===== src/rtl/valout_frame_checker_pkg.sv =====
// Shared types and default widths for the valout frame checker and its accumulator.
// summary_t is the frame summary record at the default widths.
package valout_chk_pkg;

   localparam int DEF_DATA_W = 33;
   localparam int DEF_ACC_W  = 40;
   localparam int DEF_LEN_W  = 8;

   typedef enum logic [1:0] {
      IDLE  = 2'd0,
      ACCUM = 2'd1,
      HOLD  = 2'd2
   } state_t;

   typedef struct packed {
      logic [DEF_ACC_W-1:0]  sum;
      logic [DEF_DATA_W-1:0] xor_sig;
      logic [DEF_LEN_W:0]    count;
      logic                  ovf;
   } summary_t;

endpackage


===== src/rtl/valout_frame_accum.sv =====
// Frame accumulator registers (sum, xor, count, sticky carry when VALOUT_FRAME_CHECKER_OVF_EN).
// o_*_nxt give the frame value including the sample being accepted this cycle.
module valout_frame_accum
   import valout_chk_pkg::*;
#(
   parameter int DATA_W = DEF_DATA_W,
   parameter int ACC_W  = DEF_ACC_W,
   parameter int LEN_W  = DEF_LEN_W
) (
   input  logic              clock,
   input  logic              reset,
   input  logic              i_clear,
   input  logic              i_load,
   input  logic              i_acc,
   input  logic [DATA_W-1:0] i_data,
   output logic [ACC_W-1:0]  o_sum_nxt,
   output logic [DATA_W-1:0] o_xor_nxt,
   output logic [LEN_W:0]    o_cnt_nxt,
   output logic              o_ovf_nxt
);

   logic [ACC_W-1:0]  r_sum;
   logic [DATA_W-1:0] r_xor;
   logic [LEN_W:0]    r_cnt;
   logic [ACC_W-1:0]  w_data_ext;
   logic [ACC_W-1:0]  w_sum_add;

   assign w_data_ext = ACC_W'(i_data);

`ifdef VALOUT_FRAME_CHECKER_OVF_EN
   logic             r_ovf;
   logic [ACC_W:0]   w_add_wide;

   assign w_add_wide = {1'b0, r_sum} + {1'b0, w_data_ext};
   assign w_sum_add  = w_add_wide[ACC_W-1:0];
   // The first sample of a frame cannot carry, and it restarts the sticky flag.
   assign o_ovf_nxt  = i_load ? 1'b0 : (r_ovf | w_add_wide[ACC_W]);
`else
   assign w_sum_add  = r_sum + w_data_ext;
   assign o_ovf_nxt  = 1'b0;
`endif

   assign o_sum_nxt = i_load ? w_data_ext : w_sum_add;
   assign o_xor_nxt = i_load ? i_data : (r_xor ^ i_data);
   assign o_cnt_nxt = i_load ? (LEN_W+1)'(1) : (r_cnt + (LEN_W+1)'(1));

   always_ff @(posedge clock or posedge reset) begin
      if (reset) begin
         r_sum <= '0;
         r_xor <= '0;
         r_cnt <= '0;
`ifdef VALOUT_FRAME_CHECKER_OVF_EN
         r_ovf <= 1'b0;
`endif
      end else if (i_clear) begin
         r_sum <= '0;
         r_xor <= '0;
         r_cnt <= '0;
`ifdef VALOUT_FRAME_CHECKER_OVF_EN
         r_ovf <= 1'b0;
`endif
      end else if (i_load || i_acc) begin
         r_sum <= o_sum_nxt;
         r_xor <= o_xor_nxt;
         r_cnt <= o_cnt_nxt;
`ifdef VALOUT_FRAME_CHECKER_OVF_EN
         r_ovf <= o_ovf_nxt;
`endif
      end
   end

endmodule


===== config.mk =====
export PLATFORM = sky130hd
export DESIGN_NAME = valout_frame_accum
export DESIGN_NICKNAME = d
export VERILOG_FILES = /design/src/rtl/valout_frame_checker_pkg.sv /design/src/rtl/valout_frame_accum.sv
export SDC_FILE = /design/constraint.sdc
export NUM_CORES = 1
export LEC_CHECK = 0
export ABC_CLOCK_PERIOD_IN_PS = 5050
export CAP_MARGIN = 20
export CORE_AREA = 2 2 123 125
export CTS_CLUSTER_DIAMETER = 50
export DETAILED_ROUTE_END_ITERATION = 7
export DIE_AREA = 0 0 125 127
export GPL_TIMING_DRIVEN = 0
export HOLD_SLACK_MARGIN = 0.1
export PLACE_DENSITY = 0.68
export RECOVER_POWER = 100
export SYNTH_ARGS = -nofsm -noshare
export SYNTH_HDL_FRONTEND = slang
export SYNTH_SLANG_ARGS = --single-unit

===== constraint.sdc =====
create_clock -name clock -period 5.05 [get_ports clock]
set_clock_uncertainty 0.2 [all_clocks]
set_input_delay 1.01 -clock clock [delete_from_list [all_inputs] [get_ports clock]]
set_output_delay 1.01 -clock clock [all_outputs]
set_load 0.02 [all_outputs]

==> flow_metrics.env, run 1 <==
# source this file to load flow results
export IMPL_finalSetupViolCount=0
export IMPL_p_sw_share_pct=37.8
export IMPL_failed_checks="max-capacitance violations"
export IMPL_syn_to_final_growth_pct=33.3
export IMPL_cap_violations=1
export IMPL_max_stage_delay_ns=0.58
export IMPL_final_nets=1047
export IMPL_fp_nets=902
export IMPL_routed_wl_mm=21.4
export IMPL_yosys_top_cells_count="nand2_1, nor2_1, dfrtp_1, a21oi_1, o21ai_0"
export IMPL_nClkBuffers=10
export IMPL_p_clk_share_pct=26.8
export IMPL_cp_top_family="buffers and inverters"
export IMPL_power_top_group="combinational logic"
export IMPL_enable_flop_cells=0
export IMPL_htree_levels=3
export IMPL_cts_post_setup_buffers_inserted=15
export IMPL_criticalPathCategory="in -> out"
export IMPL_ys_sh_aoi_pct=22.3
export IMPL_cts_resized=112
export IMPL_topCellsByArea="dfrtp_1, nand2_1, nor2_1"
export IMPL_cts_sinks=82
export IMPL_p_leak_uw=0.00378
export IMPL_comb_power_share_pct=41.8
export IMPL_grt_max_degree=50
export IMPL_synth_area_sq_mm=0.00640
export IMPL_r2r_cells=15
export IMPL_die_width_microns=125
export IMPL_fin_area_sq_mm=0.00853
export IMPL_die_y_microns=127
export IMPL_powerSeq_uw=743
export IMPL_drt_met1_wl_mm=9.41
export IMPL_switching_power_uw=896
export IMPL_dr_pass1_iters=6
export IMPL_crit_arrival_ns=3.81
export IMPL_crit_start="i_load"
export IMPL_ys_seq_share_pct=32.1
export IMPL_avgSynthCellArea_sq_um=7.72
export IMPL_ys_cells=829
export IMPL_dp_hpwl_mm=15.3
export IMPL_slowest_stage="clkdlybuf4s50_1"
export IMPL_finalPower_uw=2370
export IMPL_hp_start="r_sum[4]"
export IMPL_drtAntennaViolNets=0
export IMPL_hold_depth=2
export IMPL_cp_start_kind="input port"
export IMPL_async_flop_share_pct=100
export IMPL_dominant_cells="combinational gates"
export IMPL_ys_sh_xor_pct=9.44
export IMPL_synthCells=829
export IMPL_status="complete, but fails checks"
export IMPL_clock_area_share_pct=3.30
run_1/metal_density.png
Bar = 50 microns. 25 x 25 tiles, from dark blue (low) to red (high), scaled to the fullest tile. Values are wire area over tile area, all layers added.
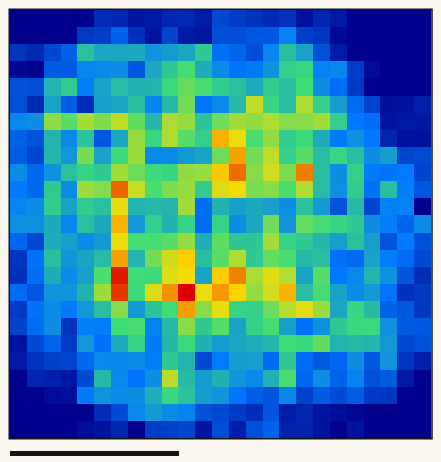
tiles over half the peak	19%
densest ninth of the die	center
mean over tiles	0.22

run_1/congestion.png
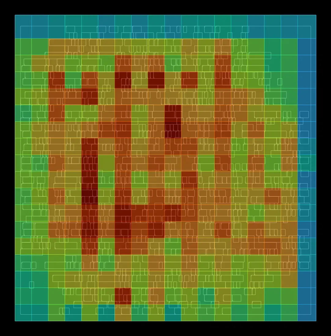
met2 usage: 43.3%
Global Route Usage Sum: 26.4%
met3 usage: 4.65%
GRT busiest layer: met2

run_1/sizes.png
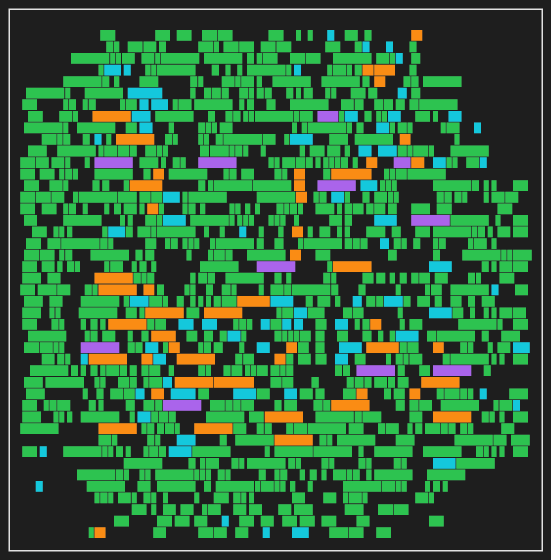
color	size	cells
cyan	_2 cells	71
purple	_6 and larger	11
green	_0 and _1 cells	848
orange	_3 and _4 cells	49

run_1/placement_by_type.png
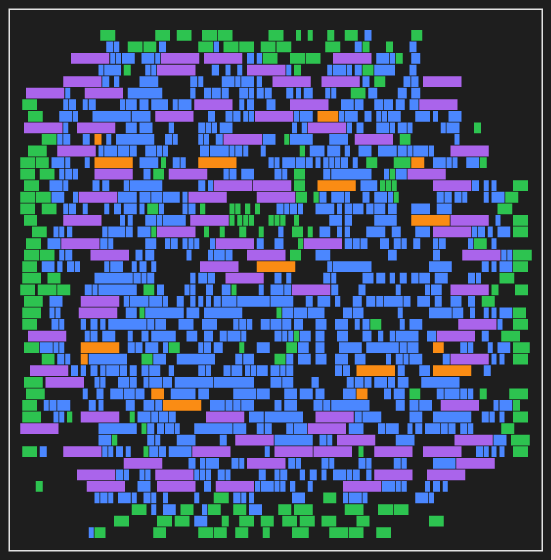
color	class	cells
green	other buffers and delay cells	180
blue	combinational and other logic	701
purple	flops	82
orange	clock drivers and dummy loads	16

==> inputs of run 2 (changes only) <==
--- a/config.mk
+++ b/config.mk
@@ -5,7 +5,7 @@
 export SDC_FILE = /design/constraint.sdc
 export NUM_CORES = 1
 export LEC_CHECK = 0
-export ABC_CLOCK_PERIOD_IN_PS = 5050
+export ABC_CLOCK_PERIOD_IN_PS = 5700
 export CAP_MARGIN = 20
 export CORE_AREA = 2 2 123 125
 export CTS_CLUSTER_DIAMETER = 50
==> constraint.sdc (replaced) <==
create_clock -name clock -period 5.7 [get_ports clock]
set_clock_uncertainty 0.2 [all_clocks]
set_input_delay 1.14 -clock clock [delete_from_list [all_inputs] [get_ports clock]]
set_output_delay 1.14 -clock clock [all_outputs]
set_load 0.02 [all_outputs]
run_2/cell_density.png
Bar = 50 microns. 12 x 13 tiles, from dark blue (low) to red (high), 0 to 100% covered.
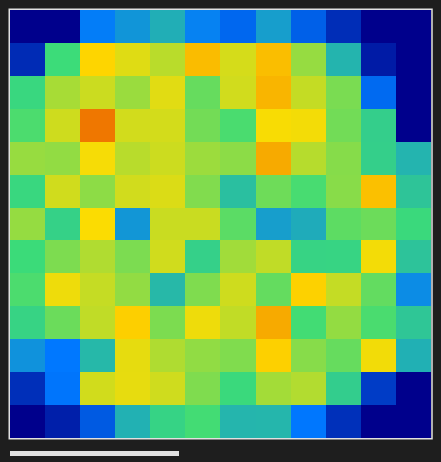
tiles over 75% full	7.1%
fullest tile	87%
nearly empty tiles	7.1%
mean over tiles	51%

run_2/congestion.png
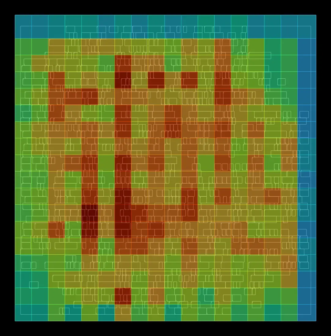
fin util: 57.2%
grt met1 use: 35.8%
Global Route Usage Sum: 25.9%
met2 usage: 41.7%

run_2/placement_by_type.png
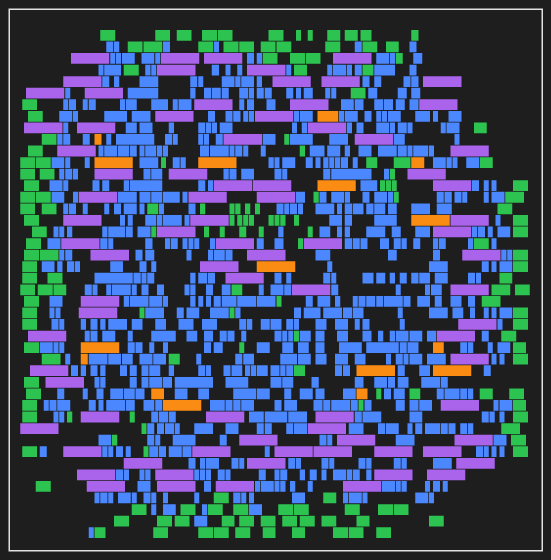
color	class	cells
purple	flops	82
green	other buffers and delay cells	171
orange	clock drivers and dummy loads	16
blue	combinational and other logic	701

==> run 2 against run 1 <==
Against the previous run: the flow finishes with violations (max-capacitance violations, max-slew violations); sequential power decreased by 12%; largest power group unchanged; wire length decreased by 2.7%; via count decreased by 1.8%; non-clock buffer count decreased by 9; largest cell class unchanged; synthesized area unchanged; global-route usage decreased by 0.56 points; worst hold slack got worse by 0.0070 ns; sequential cell count unchanged; sequential share of layout area increased by 0.82 points.
==> flow_metrics.env, run 2 <==
# source this file to load flow results
export IMPL_topCellsByArea="dfrtp_1, nand2_1, nor2_1"
export IMPL_rsz0062_at_grt="yes"
export IMPL_cts_resized=36
export IMPL_fin_area_sq_mm=0.00825
export IMPL_synthCells=829
export IMPL_switching_power_uw=767
export IMPL_ys_sh_aoi_pct=22.3
export IMPL_slowest_stage="clkdlybuf4s50_1"
export IMPL_avgSynthCellArea_sq_um=7.72
export IMPL_cp_start_kind="input port"
export IMPL_busiest_layer="met2"
export IMPL_buffer_area_share_pct=17.1
export IMPL_drt_met1_wl_mm=9.27
export IMPL_ys_sh_xor_pct=9.44
export IMPL_grtUsageMet3_pct=4.90
export IMPL_synth_area_sq_mm=0.00640
export IMPL_yosys_top_cells_count="nand2_1, nor2_1, dfrtp_1, a21oi_1, o21ai_0"
export IMPL_fp_nets=902
export IMPL_grt_max_degree=50
export IMPL_powerSeq_uw=654
export IMPL_syn_to_final_growth_pct=28.9
export IMPL_hold_depth=2
export IMPL_dp_hpwl_mm=15.3
export IMPL_cap_violations=2
export IMPL_final_max_slew_viol_count=51
export IMPL_failed_checks="max-capacitance violations, max-slew violations"
export IMPL_finalPower_uw=2040
export IMPL_clock_area_share_pct=3.41
export IMPL_fin_cells=1154
export IMPL_r2r_slack_ns=2.61
export IMPL_cts_post_setup_buffers_inserted=6
export IMPL_p_sw_share_pct=37.6
export IMPL_p_leak_uw=0.00367
export IMPL_status="complete, but fails checks"
export IMPL_dr_pass1_iters=5
export IMPL_crit_arrival_ns=4.27
export IMPL_async_flop_share_pct=100
export IMPL_die_y_microns=127
export IMPL_enable_flop_cells=0
export IMPL_hp_class="reg -> reg"
export IMPL_criticalPathCategory="in -> out"
export IMPL_finalSetupViolCount=0
export IMPL_comb_power_share_pct=40.4
export IMPL_final_nets=1038
export IMPL_hp_start="r_sum[10]"
export IMPL_max_stage_delay_ns=0.57
export IMPL_nClkBuffers=10
export IMPL_r2r_cells=12
export IMPL_dominant_cells="combinational gates"
export IMPL_htree_levels=3
export IMPL_cp_top_family="AND-OR/OR-AND gates"
export IMPL_drtAntennaViolNets=0
export IMPL_routed_wl_mm=20.8
export IMPL_cts_sinks=82
==> inputs of run 3 (changes only) <==
--- a/config.mk
+++ b/config.mk
@@ -5,7 +5,7 @@
 export SDC_FILE = /design/constraint.sdc
 export NUM_CORES = 1
 export LEC_CHECK = 0
-export ABC_CLOCK_PERIOD_IN_PS = 5700
+export ABC_CLOCK_PERIOD_IN_PS = 4950
 export CAP_MARGIN = 20
 export CORE_AREA = 2 2 123 125
 export CTS_CLUSTER_DIAMETER = 50
@@ -13,7 +13,7 @@
 export DIE_AREA = 0 0 125 127
 export GPL_TIMING_DRIVEN = 0
 export HOLD_SLACK_MARGIN = 0.1
-export PLACE_DENSITY = 0.68
+export PLACE_DENSITY = 0.71
 export RECOVER_POWER = 100
 export SYNTH_ARGS = -nofsm -noshare
 export SYNTH_HDL_FRONTEND = slang
==> constraint.sdc (replaced) <==
create_clock -name clock -period 4.95 [get_ports clock]
set_clock_uncertainty 0.2 [all_clocks]
set_input_delay 0.99 -clock clock [delete_from_list [all_inputs] [get_ports clock]]
set_output_delay 0.99 -clock clock [all_outputs]
set_load 0.01 [all_outputs]
run_3/cell_density.png
Bar = 50 microns. 12 x 13 tiles, from dark blue (low) to red (high), 0 to 100% covered.
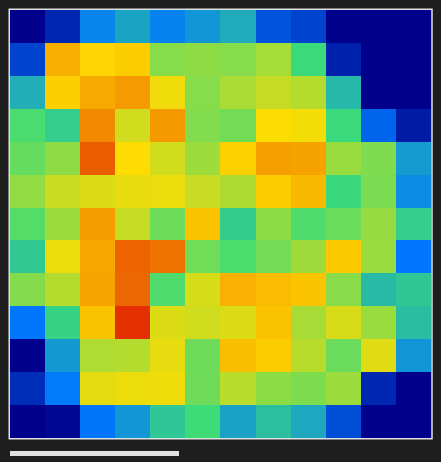
emptiest ninth of the die	upper right
fullest tile	95%
nearly empty tiles	9.0%
mean over tiles	53%
tiles over 75% full	19%

run_3/metal_density.png
Bar = 50 microns. 25 x 25 tiles, from dark blue (low) to red (high), scaled to the fullest tile. Values are wire area over tile area, all layers added.
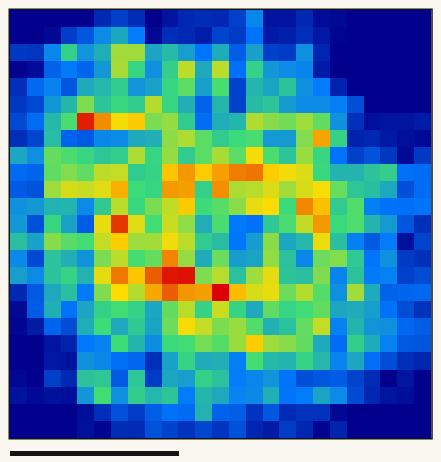
DR WL/cell: 18.4 microns
Global Route Usage Sum: 26.8%
vias: 6630
DRT Wirelength: 21.3 mm

run_3/congestion.png
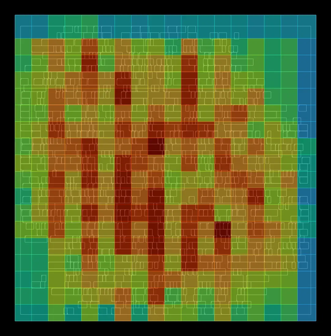
grt met1 use: 34.8%
met2 usage: 44.5%
fin util: 59.6%

==> run 3 against run 2 <==
Against the previous run: the flow now finishes without violations; sequential power rose by 16%; setup slack got worse by 0.0073 ns; final area rose by 4.2%; cell count rose by 0.35%; combinational power rose by 16%; count of clock-buffer cells in the layout fell by 1; critical path depth fell by 1; utilization rose by 2.4 points; worst hold slack improved by 0.014 ns; total power rose by 21%; largest power group unchanged.
==> flow_metrics.env, run 3 <==
# source this file to load flow results
export IMPL_crit_arrival_ns=3.68
export IMPL_cp_top_family="AND-OR/OR-AND gates"
export IMPL_cts_post_setup_buffers_inserted=11
export IMPL_htree_levels=3
export IMPL_r2r_cells=13
export IMPL_topCellsByArea="dfrtp_1, nand2_1, nor2_1"
export IMPL_clock_area_share_pct=3.81
export IMPL_crit_cells=11
export IMPL_dp_hpwl_mm=15.2
export IMPL_p_sw_share_pct=35.2
export IMPL_dr_pass1_iters=5
export IMPL_grtUsageMet3_pct=5.65
export IMPL_yosys_top_cells_count="nand2_1, nor2_1, dfrtp_1, a21oi_1, o21ai_0"
export IMPL_ff_type="dfrtp_1"
export IMPL_rsz0062_at_grt="yes"
export IMPL_dominant_cells="combinational gates"
export IMPL_syn_to_final_growth_pct=34.3
export IMPL_synthCells=829
export IMPL_ys_sh_aoi_pct=22.3
export IMPL_comb_power_share_pct=38.8
export IMPL_powerSeq_uw=760
export IMPL_slowest_stage="clkdlybuf4s50_1"
export IMPL_fin_area_sq_mm=0.00860
export IMPL_grt_max_degree=52
export IMPL_crit_path_end="o_sum_nxt[30]"
export IMPL_adder_share_pct=6.96
export IMPL_hp_class="reg -> reg"
export IMPL_p_leak_uw=0.00374
export IMPL_finalPower_uw=2470
export IMPL_die_y_microns=127
export IMPL_async_flop_share_pct=100
export IMPL_seq_share_pct=23.9
export IMPL_synth_area_sq_mm=0.00640
export IMPL_finalSetupViolCount=0
export IMPL_status="completed"
export IMPL_hp_start="r_sum[14]"
export IMPL_enable_flop_cells=0
export IMPL_cap_violations=0
export IMPL_simple_gate_area_share_pct=24.5
export IMPL_dpl_cell_area_sq_mm=0.00783
export IMPL_fin_cells=1158
export IMPL_avgSynthCellArea_sq_um=7.72
export IMPL_drtAntennaViolNets=0
export IMPL_cts_resized=121
export IMPL_r2r_slack_ns=1.86
export IMPL_buffer_area_share_pct=16.2
export IMPL_final_nets=1042
export IMPL_fp_nets=902
export IMPL_ys_sh_xor_pct=9.44
export IMPL_busiest_layer="met2"
export IMPL_cp_start_kind="input port"
export IMPL_criticalPathCategory="in -> out"
export IMPL_r2r_end="r_sum[26]"
export IMPL_switching_power_uw=869
export IMPL_drt_met1_wl_mm=8.88
export IMPL_nClkBuffers=9
Power and IR drop assume default switching activity.
